===== config.mk =====
export PLATFORM = sky130hd
export DESIGN_NAME = pupil_centroid_acc
export DESIGN_NICKNAME = d
export VERILOG_FILES = /design/src/rtl/eyetracker_pkg.sv /design/src/rtl/dark_chunk_sum.sv /design/src/rtl/pupil_centroid_acc.sv
export SDC_FILE = /design/constraint.sdc
export NUM_CORES = 2
export LEC_CHECK = 0
export CAP_MARGIN = 20
export CORE_AREA = 4 4 393 395
export CTS_CLUSTER_SIZE = 14
export DETAILED_ROUTE_END_ITERATION = 8
export DIE_AREA = 0 0 397 399
export PLACE_DENSITY = 0.56
export SYNTH_ARGS = -nofsm -noshare
export SYNTH_HDL_FRONTEND = slang
export SYNTH_SLANG_ARGS = --single-unit

===== constraint.sdc =====
create_clock -name CCLK -period 49.6 [get_ports CCLK]
set_input_delay 7.44 -clock CCLK [delete_from_list [all_inputs] [get_ports CCLK]]
set_output_delay 7.44 -clock CCLK [all_outputs]
set_load 0.05 [all_outputs]

===== src/rtl/eyetracker_pkg.sv =====
// Shared definitions for the eye-tracker pipeline.
// Holds the scanner FSM state encoding, default geometry and width
// constants, and width helpers for the per-chunk popcount and weight sum.
package eyetracker_pkg;

    typedef enum logic [1:0] {
        StIdle,
        StScan,
        StPublish
    } state_e;

    localparam int unsigned DefMdataWidth = 640;
    localparam int unsigned DefScanWidth  = 32;
    localparam int unsigned DefAddrWidth  = 11;
    localparam int unsigned DefCntWidth   = 20;
    localparam int unsigned DefSumWidth   = 32;
    localparam int unsigned DefNumChunks  = DefMdataWidth / DefScanWidth;

    // Bits needed to hold a popcount of 0..sw.
    function automatic int unsigned pop_width(input int unsigned sw);
        return $clog2(sw + 1);
    endfunction

    // Bits needed to hold the sum 0 + 1 + ... + (sw - 1).
    function automatic int unsigned wsum_width(input int unsigned sw);
        return $clog2(sw * (sw - 1) / 2 + 1);
    endfunction

endpackage


===== src/rtl/dark_chunk_sum.sv =====
// Combinational reduction of one bitmap chunk.
// Optional feature macro: PUPIL_CENTROID_BBOX_EN (adds first/last-one outputs).
// Ports:
//   chunk    - SCAN_WIDTH-bit slice of the dark-pixel bitmap
//   pop      - number of set bits
//   wsum     - sum of the indices of the set bits
//   has_one  - any bit set                     (bbox build only)
//   first    - index of the lowest set bit     (bbox build only)
//   last     - index of the highest set bit    (bbox build only)
module dark_chunk_sum
    import eyetracker_pkg::*;
#(
    parameter int unsigned SCAN_WIDTH = DefScanWidth,
    localparam int unsigned PopW      = pop_width(SCAN_WIDTH),
    localparam int unsigned WsumW     = wsum_width(SCAN_WIDTH),
    localparam int unsigned IdxW      = $clog2(SCAN_WIDTH)
) (
    input  logic [SCAN_WIDTH-1:0] chunk,
    output logic [PopW-1:0]       pop,
    output logic [WsumW-1:0]      wsum
`ifdef PUPIL_CENTROID_BBOX_EN
    ,
    output logic                  has_one,
    output logic [IdxW-1:0]       first,
    output logic [IdxW-1:0]       last
`endif
);

    always_comb begin
        pop  = '0;
        wsum = '0;
        for (int j = 0; j < int'(SCAN_WIDTH); j++) begin
            if (chunk[j]) begin
                pop  = pop + PopW'(1);
                wsum = wsum + WsumW'(j);
            end
        end
    end

`ifdef PUPIL_CENTROID_BBOX_EN
    assign has_one = |chunk;

    // Downward scan leaves the lowest set index; upward scan the highest.
    always_comb begin
        first = '0;
        last  = '0;
        for (int j = int'(SCAN_WIDTH) - 1; j >= 0; j--) begin
            if (chunk[j]) first = IdxW'(j);
        end
        for (int j = 0; j < int'(SCAN_WIDTH); j++) begin
            if (chunk[j]) last = IdxW'(j);
        end
    end
`endif

endmodule


===== src/rtl/pupil_centroid_acc.sv =====
// Dark-pixel centroid accumulator.
// Snapshots each binarized row, scans it SCAN_WIDTH bits per cycle and
// accumulates count, sum-x and sum-y for the frame; totals are published
// through a valid/ready result port at frame end.
// Optional feature macro: PUPIL_CENTROID_BBOX_EN (bounding-box outputs).
// Ports:
//   CCLK, RST              - clock, synchronous active-high reset
//   iFRAME_START/END       - frame boundary pulses
//   iROW_VALID/IDX/BITS    - completed row bitmap and its y index
//   oRES_VALID/iRES_READY  - result handshake
//   oRES_COUNT/SUMX/SUMY   - published totals; oRES_EMPTY when count is 0
//   oRES_XMIN..oRES_YMAX   - published bounding box (bbox build only)
//   oROW_DROP              - sticky per frame, a row arrived while busy
//   oRES_LOST              - pulse, an unaccepted result was overwritten
//   oBUSY                  - scanning a row
module pupil_centroid_acc
    import eyetracker_pkg::*;
#(
    parameter int unsigned MDATA_WIDTH = DefMdataWidth,
    parameter int unsigned SCAN_WIDTH  = DefScanWidth,
    parameter int unsigned ADDR_WIDTH  = DefAddrWidth,
    parameter int unsigned CNT_WIDTH   = DefCntWidth,
    parameter int unsigned SUM_WIDTH   = DefSumWidth
) (
    input  logic                   CCLK,
    input  logic                   RST,
    input  logic                   iFRAME_START,
    input  logic                   iFRAME_END,
    input  logic                   iROW_VALID,
    input  logic [ADDR_WIDTH-1:0]  iROW_IDX,
    input  logic [MDATA_WIDTH-1:0] iROW_BITS,
    output logic                   oRES_VALID,
    input  logic                   iRES_READY,
    output logic [CNT_WIDTH-1:0]   oRES_COUNT,
    output logic [SUM_WIDTH-1:0]   oRES_SUMX,
    output logic [SUM_WIDTH-1:0]   oRES_SUMY,
    output logic                   oRES_EMPTY,
    output logic                   oROW_DROP,
    output logic                   oRES_LOST,
    output logic                   oBUSY
`ifdef PUPIL_CENTROID_BBOX_EN
    ,
    output logic [ADDR_WIDTH-1:0]  oRES_XMIN,
    output logic [ADDR_WIDTH-1:0]  oRES_XMAX,
    output logic [ADDR_WIDTH-1:0]  oRES_YMIN,
    output logic [ADDR_WIDTH-1:0]  oRES_YMAX
`endif
);

    localparam int unsigned NumChunks = MDATA_WIDTH / SCAN_WIDTH;
    localparam int unsigned KW        = (NumChunks > 1) ? $clog2(NumChunks) : 1;
    localparam int unsigned PopW      = pop_width(SCAN_WIDTH);
    localparam int unsigned WsumW     = wsum_width(SCAN_WIDTH);
    localparam int unsigned IdxW      = $clog2(SCAN_WIDTH);

    state_e                 state_q, state_d;
    logic [KW-1:0]          k_q, k_d;
    logic [MDATA_WIDTH-1:0] buf_q, buf_d;
    logic [ADDR_WIDTH-1:0]  row_q, row_d;
    logic                   end_pending_q, end_pending_d;
    logic [CNT_WIDTH-1:0]   count_q, count_d;
    logic [SUM_WIDTH-1:0]   sumx_q, sumx_d, sumy_q, sumy_d;
    logic                   drop_q, drop_d;
    logic                   res_valid_q, res_valid_d;
    logic [CNT_WIDTH-1:0]   res_count_q, res_count_d;
    logic [SUM_WIDTH-1:0]   res_sumx_q, res_sumx_d, res_sumy_q, res_sumy_d;
    logic                   res_empty_q, res_empty_d;
    logic                   lost_q, lost_d;

    logic [SCAN_WIDTH-1:0]  chunk;
    logic [PopW-1:0]        pop;
    logic [WsumW-1:0]       wsum;

    assign chunk = buf_q[k_q*SCAN_WIDTH +: SCAN_WIDTH];

`ifdef PUPIL_CENTROID_BBOX_EN
    logic                  has_one;
    logic [IdxW-1:0]       first, last;
    logic [ADDR_WIDTH-1:0] x_first, x_last;
    logic [ADDR_WIDTH-1:0] xmin_q, xmin_d, xmax_q, xmax_d, ymin_q, ymin_d, ymax_q, ymax_d;
    logic [ADDR_WIDTH-1:0] rxmin_q, rxmin_d, rxmax_q, rxmax_d;
    logic [ADDR_WIDTH-1:0] rymin_q, rymin_d, rymax_q, rymax_d;

    // SCAN_WIDTH is a power of two, so {k, bit} is k*SCAN_WIDTH + bit.
    assign x_first = ADDR_WIDTH'({k_q, first});
    assign x_last  = ADDR_WIDTH'({k_q, last});
`endif

    dark_chunk_sum #(
        .SCAN_WIDTH(SCAN_WIDTH)
    ) u_chunk (
        .chunk   (chunk),
        .pop     (pop),
        .wsum    (wsum)
`ifdef PUPIL_CENTROID_BBOX_EN
        ,
        .has_one (has_one),
        .first   (first),
        .last    (last)
`endif
    );

    always_comb begin
        state_d       = state_q;
        k_d           = k_q;
        buf_d         = buf_q;
        row_d         = row_q;
        end_pending_d = end_pending_q;
        count_d       = count_q;
        sumx_d        = sumx_q;
        sumy_d        = sumy_q;
        drop_d        = drop_q;
        res_valid_d   = res_valid_q;
        res_count_d   = res_count_q;
        res_sumx_d    = res_sumx_q;
        res_sumy_d    = res_sumy_q;
        res_empty_d   = res_empty_q;
        lost_d        = 1'b0;
`ifdef PUPIL_CENTROID_BBOX_EN
        xmin_d  = xmin_q;
        xmax_d  = xmax_q;
        ymin_d  = ymin_q;
        ymax_d  = ymax_q;
        rxmin_d = rxmin_q;
        rxmax_d = rxmax_q;
        rymin_d = rymin_q;
        rymax_d = rymax_q;
`endif

        if (res_valid_q && iRES_READY) res_valid_d = 1'b0;

        unique case (state_q)
            StIdle: begin
                if (iROW_VALID) begin
                    buf_d   = iROW_BITS;
                    row_d   = iROW_IDX;
                    k_d     = '0;
                    state_d = StScan;
                    // A coincident frame end waits for this row to finish.
                    if (iFRAME_END) end_pending_d = 1'b1;
                end else if (iFRAME_END) begin
                    state_d = StPublish;
                end
            end
            StScan: begin
                count_d = count_q + CNT_WIDTH'(pop);
                sumx_d  = sumx_q + SUM_WIDTH'(k_q) * SUM_WIDTH'(SCAN_WIDTH) * SUM_WIDTH'(pop)
                        + SUM_WIDTH'(wsum);
                sumy_d  = sumy_q + SUM_WIDTH'(row_q) * SUM_WIDTH'(pop);
`ifdef PUPIL_CENTROID_BBOX_EN
                if (has_one) begin
                    if (x_first < xmin_q) xmin_d = x_first;
                    if (x_last > xmax_q)  xmax_d = x_last;
                    if (row_q < ymin_q)   ymin_d = row_q;
                    if (row_q > ymax_q)   ymax_d = row_q;
                end
`endif
                k_d = k_q + KW'(1);
                if (iFRAME_END) end_pending_d = 1'b1;
                if (k_q == KW'(NumChunks - 1)) begin
                    state_d = (end_pending_q || iFRAME_END) ? StPublish : StIdle;
                end
            end
            StPublish: begin
                res_count_d   = count_q;
                res_sumx_d    = sumx_q;
                res_sumy_d    = sumy_q;
                res_empty_d   = (count_q == '0);
                res_valid_d   = 1'b1;
                lost_d        = res_valid_q && !iRES_READY;
                end_pending_d = 1'b0;
                state_d       = StIdle;
`ifdef PUPIL_CENTROID_BBOX_EN
                rxmin_d = xmin_q;
                rxmax_d = xmax_q;
                rymin_d = ymin_q;
                rymax_d = ymax_q;
`endif
            end
            default: state_d = StIdle;
        endcase

        if (iROW_VALID && state_q != StIdle) drop_d = 1'b1;

        // Frame start wins over accumulation; a row accepted in IDLE this
        // same cycle is still taken and scanned into the cleared totals.
        if (iFRAME_START) begin
            count_d       = '0;
            sumx_d        = '0;
            sumy_d        = '0;
            end_pending_d = 1'b0;
            drop_d        = iROW_VALID && (state_q != StIdle);
            if (state_q == StScan) state_d = StIdle;
`ifdef PUPIL_CENTROID_BBOX_EN
            xmin_d = '1;
            xmax_d = '0;
            ymin_d = '1;
            ymax_d = '0;
`endif
        end
    end

    always_ff @(posedge CCLK) begin
        if (RST) begin
            state_q       <= StIdle;
            k_q           <= '0;
            buf_q         <= '0;
            row_q         <= '0;
            end_pending_q <= 1'b0;
            count_q       <= '0;
            sumx_q        <= '0;
            sumy_q        <= '0;
            drop_q        <= 1'b0;
            res_valid_q   <= 1'b0;
            res_count_q   <= '0;
            res_sumx_q    <= '0;
            res_sumy_q    <= '0;
            res_empty_q   <= 1'b0;
            lost_q        <= 1'b0;
`ifdef PUPIL_CENTROID_BBOX_EN
            // Min trackers start at their cleared value so a frame with no
            // preceding start pulse still tracks correctly.
            xmin_q  <= '1;
            xmax_q  <= '0;
            ymin_q  <= '1;
            ymax_q  <= '0;
            rxmin_q <= '0;
            rxmax_q <= '0;
            rymin_q <= '0;
            rymax_q <= '0;
`endif
        end else begin
            state_q       <= state_d;
            k_q           <= k_d;
            buf_q         <= buf_d;
            row_q         <= row_d;
            end_pending_q <= end_pending_d;
            count_q       <= count_d;
            sumx_q        <= sumx_d;
            sumy_q        <= sumy_d;
            drop_q        <= drop_d;
            res_valid_q   <= res_valid_d;
            res_count_q   <= res_count_d;
            res_sumx_q    <= res_sumx_d;
            res_sumy_q    <= res_sumy_d;
            res_empty_q   <= res_empty_d;
            lost_q        <= lost_d;
`ifdef PUPIL_CENTROID_BBOX_EN
            xmin_q  <= xmin_d;
            xmax_q  <= xmax_d;
            ymin_q  <= ymin_d;
            ymax_q  <= ymax_d;
            rxmin_q <= rxmin_d;
            rxmax_q <= rxmax_d;
            rymin_q <= rymin_d;
            rymax_q <= rymax_d;
`endif
        end
    end

    assign oRES_VALID = res_valid_q;
    assign oRES_COUNT = res_count_q;
    assign oRES_SUMX  = res_sumx_q;
    assign oRES_SUMY  = res_sumy_q;
    assign oRES_EMPTY = res_empty_q;
    assign oROW_DROP  = drop_q;
    assign oRES_LOST  = lost_q;
    assign oBUSY      = (state_q == StScan);
`ifdef PUPIL_CENTROID_BBOX_EN
    assign oRES_XMIN = rxmin_q;
    assign oRES_XMAX = rxmax_q;
    assign oRES_YMIN = rymin_q;
    assign oRES_YMAX = rymax_q;
`endif

endmodule

**Metal 4**

Scale: 1 px per um. Cells faint in the background.
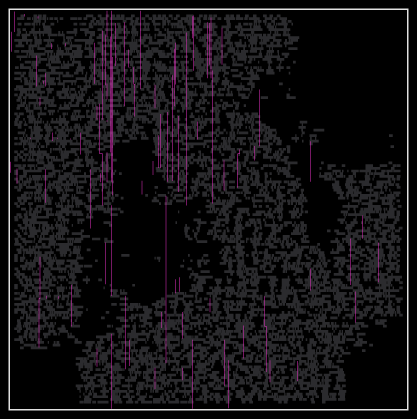
51 nets have wire on it. The longest straight run is 173 um. The wires run mostly vertical. The layer carries 3810 um of wire. The layer holds 2.2% of the routed length.
final WL: 173000 um
routed vias: 42700

**Routing congestion map**

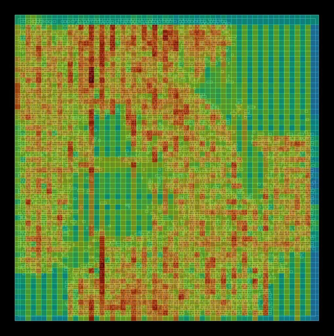
routed length per instance: 20.4 um
total track usage: 0.210
Final Core Density: 0.399

**Wiring by layer**

Scale: 1 px per um.
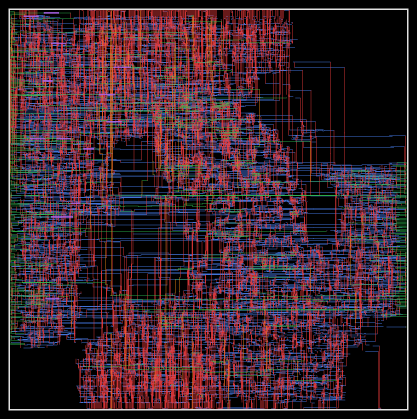
M4: shown in orange, wire length 3810 um. M1: shown in blue, wire length 77.2 mm. M3: shown in green, wire length 11500 um. M5: shown in purple, wire length 169 um. M2: shown in red, wire length 80.4 mm.

**Layout detail**

Region (288, 90) to (308, 110) um. Cells in grey, sequential cells in the stronger grey; small squares are vias.
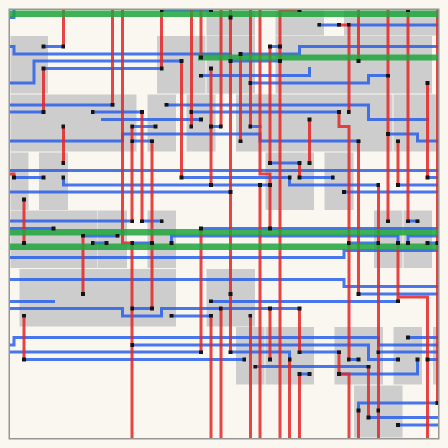
M3: shown in green. M2: shown in red. M1: shown in blue.
22 logic cells have their middle in the window. Sequential cells in the window: 0. Most frequent: and2_1 (7), nand2_1 (6), fa_1 (5).

**Routed clock nets over the placement**

Scale: 1 px per um.
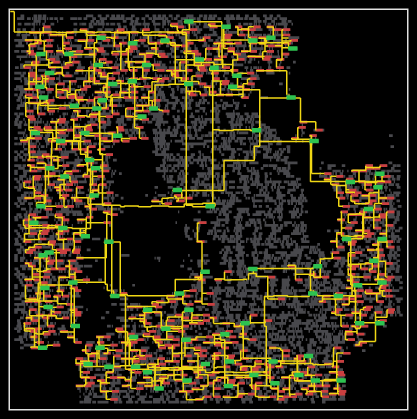
flip-flops: shown in red, count 831. clock wires: shown in yellow, length 12300 um. clock-net drivers: shown in green, count 95.
There are 96 routed clock nets.
clk_skew: 0.0223 ns
Clock net power: 736 uW
clock share of power: 0.229
clk_lat worst skew: 0.73 ns

==> flow_summary.yaml <==
# synthesis and place-and-route metrics
routing:
  routed_via_density: 5.04
  wl_met1_um: 77200
  route.detailed.drc: 0
  top_layer: "met5"
min_path:
  hp-start: "buf_q[502]"
run:
  maxCapViolCount: 0
  warning_count: 46
outcome:
  status: "finished, final reports clean"
placement:
  dpl.hpwl_um: 131000
cts:
  cts_hold_buffers: 0
  ctsResizeCount: 0
  root_buffer: "clkbuf_16"
synthesis:
  synth.area.mux_share: 0.123
  ys_chip_area_sq_um: 48000
  synth-edff-count: 0
  ys_cells: 5800
cells_and_area:
  logic_area_sq_um: 29100
timing:
  slew_violations: 0
power:
  p_comb_frac: 0.540
  p_seq_frac: 0.230
  power.internal_mw: 1.86
  p_leak_nw: 22.7
setup_path:
  cpMaxStageDelayCell: "dfxtp_4"
  end_kind: "flip-flop"
routing by layer:
layer  up-vias  global-route usage
met3       213              0.0417
met1     20500               0.286
met4        26              0.0538
met2      1122               0.341
li1      20800                   -
met5         -                   0
cells in the final DEF, fill, tap and decap left out, types with 28 or more instances in the layout:
cell,n
mux2i_1,215
a21oi_1,779
and2_1,76
nand3_1,38
mux2_2,31
clkbuf_16,95
clkdlybuf4s50_1,744
nor3_1,36
nand2b_1,32
o21ai_0,103
a21o_1,28
inv_1,219
nor2b_1,44
or3_1,28
mux4_2,148
fa_1,69
xor2_1,95
xnor2_1,168
nand4_1,41
nand2_1,1557
ha_1,151
a31oi_1,34
nor2_1,295
dfxtp_1,826
buf_4,50
state kept, by name, indices dropped and copies added, names as in the netlist:
register / count
state_q: 2
oROW_DROP: 1
row_q: 11
buf_q: 640
end_pending_q: 1
oRES_EMPTY: 1
oRES_COUNT: 20
sumy_q: 32
count_q: 20
oRES_LOST: 1
oRES_SUMX: 32
oRES_SUMY: 32
sumx_q: 32
oRES_VALID: 1
k_q: 5
worst paths after layout:
check | end | slack, ns | cells after the start
max | sumy_q[26] | 22.36 | 118
min | buf_q[502] | 0.45 | 2
max reg2reg | sumy_q[26] | 22.36 | 118
min reg2reg | buf_q[502] | 0.45 | 2
metrics by stage:
stage	setup slack [ns]	util	power, mW
2_1_floorplan	21.45	-	2.08
3_3_place_gp	23.37	0.377	2.44
3_5_place_dp	22.47	0.377	2.48
4_1_cts	22.38	0.399	3.23
5_1_grt	20.43	0.399	3.47
6_report	22.36	0.399	3.21
area by class of cell:
class	instances	area share
clock inverters	39	0.00819
flip-flops and latches	831	0.276
repair buffers	799	0.131
inverters	225	0.0141
clock buffers	137	0.0458
multi-input cells	4390	0.482
diodes	19	0.000788
well taps	2030	0.0421
Power figures rest on the tool's default switching activity, not on a simulated workload.
